Design pipe_stage_skid_flat, sky130hd; sources not shown.
==> run_1/clock_map.png <==
(3 px per µm)
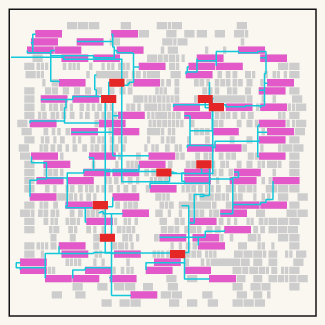
- clock wires: cyan (length 1050 µm)
- cells driving clock nets: red (count 9)
- flip-flops: magenta (count 80)
- flops lie: all over the die
- routed clock nets: 10
P_clk: 550 µW
clock power share: 0.205
clk_lat worst skew: 0.35 ns

==> run_1/metal_stack.png <==
(4 px per µm)
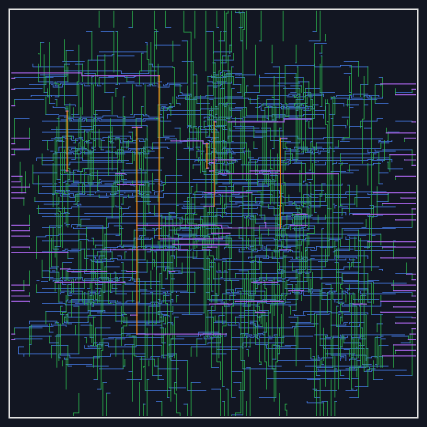
- met1: blue (wire length 5010 µm)
- met2: green (wire length 5360 µm)
- met3: purple (wire length 599 µm)
- met4: orange (wire length 157 µm)
WL per Instance: 14.0 µm
drt total wl: 11100 µm
GRT Total Usage: 0.224

==> run_1/pdn.png <==
(4 px per µm) Pins as bars on the die edge.
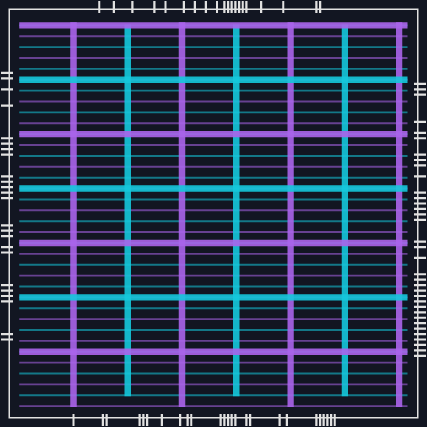
- VSS: purple
- VDD: cyan
- met5 straps: 7
- signal pins: 104
- rows: 35
Core Area: 0.00924 mm²
VDD IR max: 0.242 mV
die height: 102 µm
Die Span X: 102 µm

==> run_1/gate_families.png <==
(3 px per µm)
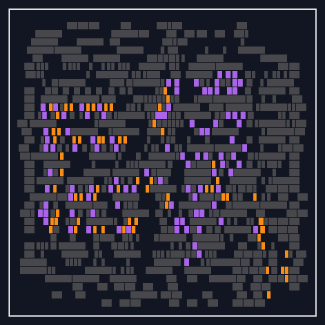
- inverting AOI/OAI gates: purple (cells 97)
- NOR gates: orange (cells 64)
Comb area share: 0.323
fin cells: 793
most instantiated logic cell after routing: clkdlybuf4s50_1

==> impl_metrics.yaml, run 1 <==
# implementation run metrics
run_status:
  status: "finished clean"
layout:
  flops: 80
  nClkBuffers: 12
  comb_cells: 373
  postLayoutCoreUtil: 0.612
  largestClassByArea: "flip-flops and latches"
  n_antenna_cell: 0
  seq_share: 0.354
  combGateArea_mm2: 0.00183
  buffers: 144
  drive_gt1_frac: 0.0452
  final_cell_mix: "clkdlybuf4s50_1, nand2_1, o21ai_0, dfrtp_1, nor2_1"
  flop_area_mm2: 0.00200
  finalNetCount: 718
  largest_reg_flops: 39
worst_setup_path:
  slowest_stage: "clkdlybuf4s50_1"
  end_kind: "output pin"
  crit_required_ns: 3.99
  cp_max_fo: 10
  worstSetupPathType: "register to output pin"
  start_kind: "register"
  r2r_setup_slack_ns: 2.75
routing:
  highest_layer: "met4"
  wl_met1_um: 5010
  met2_length_um: 5360
  dr.pass1.iters: 6
  drt_iter0_drc: 257
pwr:
  pwr-share-seq: 0.351
  p_leak_uw: 0.00276
  p_per_area_mw_per_mm2: 475
  swShare: 0.372
  internal_power_uw: 1690
  powerSeq_uw: 945
  power-top-group: "combinational logic"
  p_sw_uw: 999
grt:
  grtUsageMet1: 0.297
  busiest_layer: "met2"
  grtUsageMet2: 0.379
  antenna_found_initial: 0
  grt_util_met3: 0.0359
  grt_pass1_wl_um: 18400
  grt_overflow: 0
  first_global_vias: 3993
final_timing:
  hold_ws_ns: 0.274
  tightest_slew_ns: 0.496
  timing.fmax_mhz: 254
  final_max_slew_viol_count: 0
  rsz0062_at_grt: "no"
  final.min_clock_period_ns: 3.94
  relSlewSlack: 0.669
  finalSetupViolCount: 0
  fin_ws_ns: 1.30
synth:
  yosys.stat.seqShare: 0.476
  syn-cell-area_mm2: 0.00421
  logic_family: "simple AND/OR/NAND/NOR gates"
  top_area_cell: "dfrtp_1"
  ys_warn_count: 0
  synth-edff-count: 0
  adder_share: 0.00893
  top_cell: "nand2_1"
  ys_sh_aoi: 0.117
  numSynthFlops: 80
  async_flop_share: 1.00
  avgSynthCellArea_um2: 7.72
  top_cells_by_count: "nand2_1, dfrtp_1, o21ai_0"
  netlist.area_leader.share: 0.476
  syn_inst: 545
  mux_share: 0
  synth_cell_types: 19
clock_tree:
  cts_tree: "built"
  ctsResizeCount: 0
  ctsLongestPathBuffers: 2
  cts.clk_slew.worst_paths_ns: 0.08
  hold_buffers: 0
  cts_root_buf: "clkbuf_8"
  h-tree-depth: 3
  cts_buffers: 9
placed_design:
  dp_hpwl_um: 8290
  portBuffers: 103
floorplanning:
  initial_core_util: 0.455
  fp-row-count: 35
  ioPinCount: 104
min_path:
  hp-class: "register to register"
job:
  drv_cap: 0
  warning_count: 28
==> run_1/final_clocks.png <==
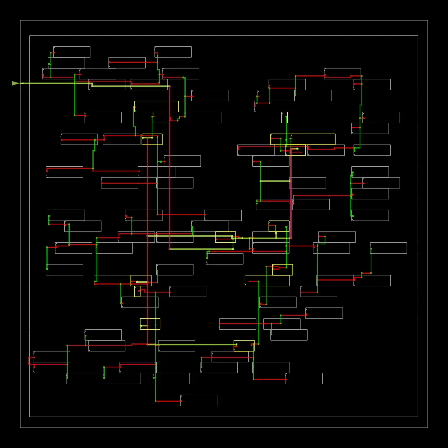

## Run 2: what changed since run 1
==> constraint.sdc (replaced) <==
create_clock -name clk -period 3.2 [get_ports clk]
set_clock_uncertainty 0.2 [all_clocks]
set_input_delay 0.64 -clock clk [delete_from_list [all_inputs] [get_ports clk]]
set_output_delay 0.64 -clock clk [all_outputs]
set_load 0.01 [all_outputs]
==> run_2/final_clocks.png <==
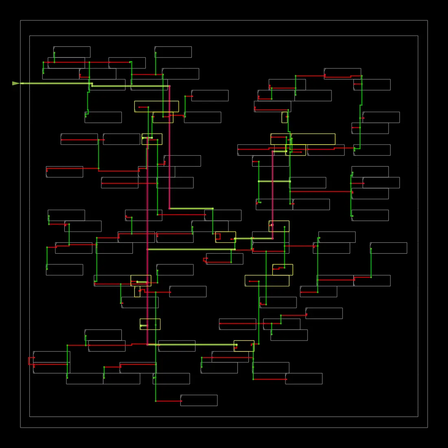
clock buffers created by TritonCTS: 9
P_clk: 895 µW

==> run_2/metal_stack.png <==
(4 px per µm)
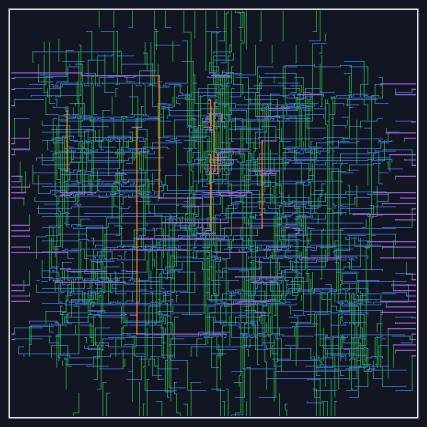
- met2: green (wire length 5400 µm)
- met1: blue (wire length 5000 µm)
- met4: orange (wire length 167 µm)
- met3: purple (wire length 626 µm)
DR vias: 4132
drt total wl: 11200 µm
WL per Instance: 14.1 µm

==> run_2/pdn.png <==
(4 px per µm) Pins as bars on the die edge.
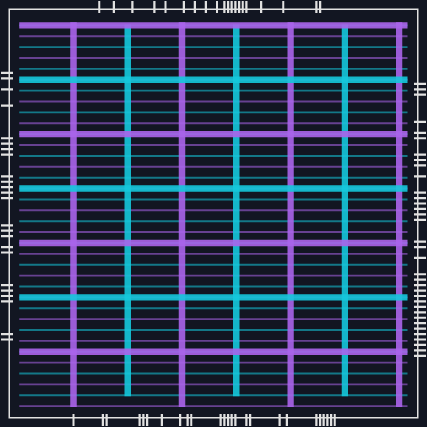
- VDD: cyan
- VSS: purple
- met4 straps: 7
- met1 rails: 36
- rows: 35
VDD IR max: 0.393 mV

==> impl_metrics.yaml, run 2 <==
# implementation run metrics
worst_setup_path:
  end_kind: "output pin"
  crit_required_ns: 2.36
  cp_max_fo: 2
  worstSetupPathType: "input port to output pin"
  start_kind: "input port"
  slowest_stage: "clkdlybuf4s50_1"
  r2r_setup_slack_ns: 0.67
clock_tree:
  ctsResizeCount: 2
  clk_latency_ns: 0.35
  cts.clk_slew.worst_paths_ns: 0.08
  ctsLongestPathBuffers: 2
  hold_buffers: 1
  h-tree-depth: 3
synth:
  ys_warn_count: 0
  mux_share: 0
  top_cell: "nand2_1"
  netlist.area_leader.share: 0.476
  synth-edff-count: 0
  syn-cell-area_mm2: 0.00421
  async_flop_share: 1.00
  avgSynthCellArea_um2: 7.72
  synth_cell_types: 19
  ys_sh_aoi: 0.117
  top_cells_by_count: "nand2_1, dfrtp_1, o21ai_0"
routing:
  met2_length_um: 5400
  dr.pass1.iters: 6
  wl_met1_um: 5000
  highest_layer: "met4"
  drt_iter0_drc: 277
floorplanning:
  die_x_um: 102
  die_y_um: 102
  core_mm2: 0.00924
  fp-row-count: 35
  initial_core_util: 0.455
final_timing:
  fin_ws_ns: 0.110
  timing.fmax_mhz: 324
  final.min_clock_period_ns: 3.09
grt:
  busiest_layer: "met2"
  grt_util_met3: 0.0352
  antenna_found_initial: 0
  grtUsageMet1: 0.299
  grt_pass1_wl_um: 18400
layout:
  finalNetCount: 721
  largestClassByArea: "flip-flops and latches"
  flop_area_mm2: 0.00200
  drive_gt1_frac: 0.0540
  layout.cells.non_filler: 796
  nClkBuffers: 12
  flops: 80
  final_cell_mix: "clkdlybuf4s50_1, nand2_1, o21ai_0, dfrtp_1, nor2_1"
  combGateArea_mm2: 0.00184
  largest_reg_flops: 39
  buffers: 147
job:
  drv_cap: 0
  warning_count: 28
run_status:
  status: "finished clean"
pwr:
  power-top-group: "combinational logic"
  p_per_area_mw_per_mm2: 777
  p_leak_uw: 0.00281
  pwr-share-clk: 0.202
  internal_power_uw: 2790
min_path:
  hp-class: "register to register"
Power and IR drop assume default switching activity.
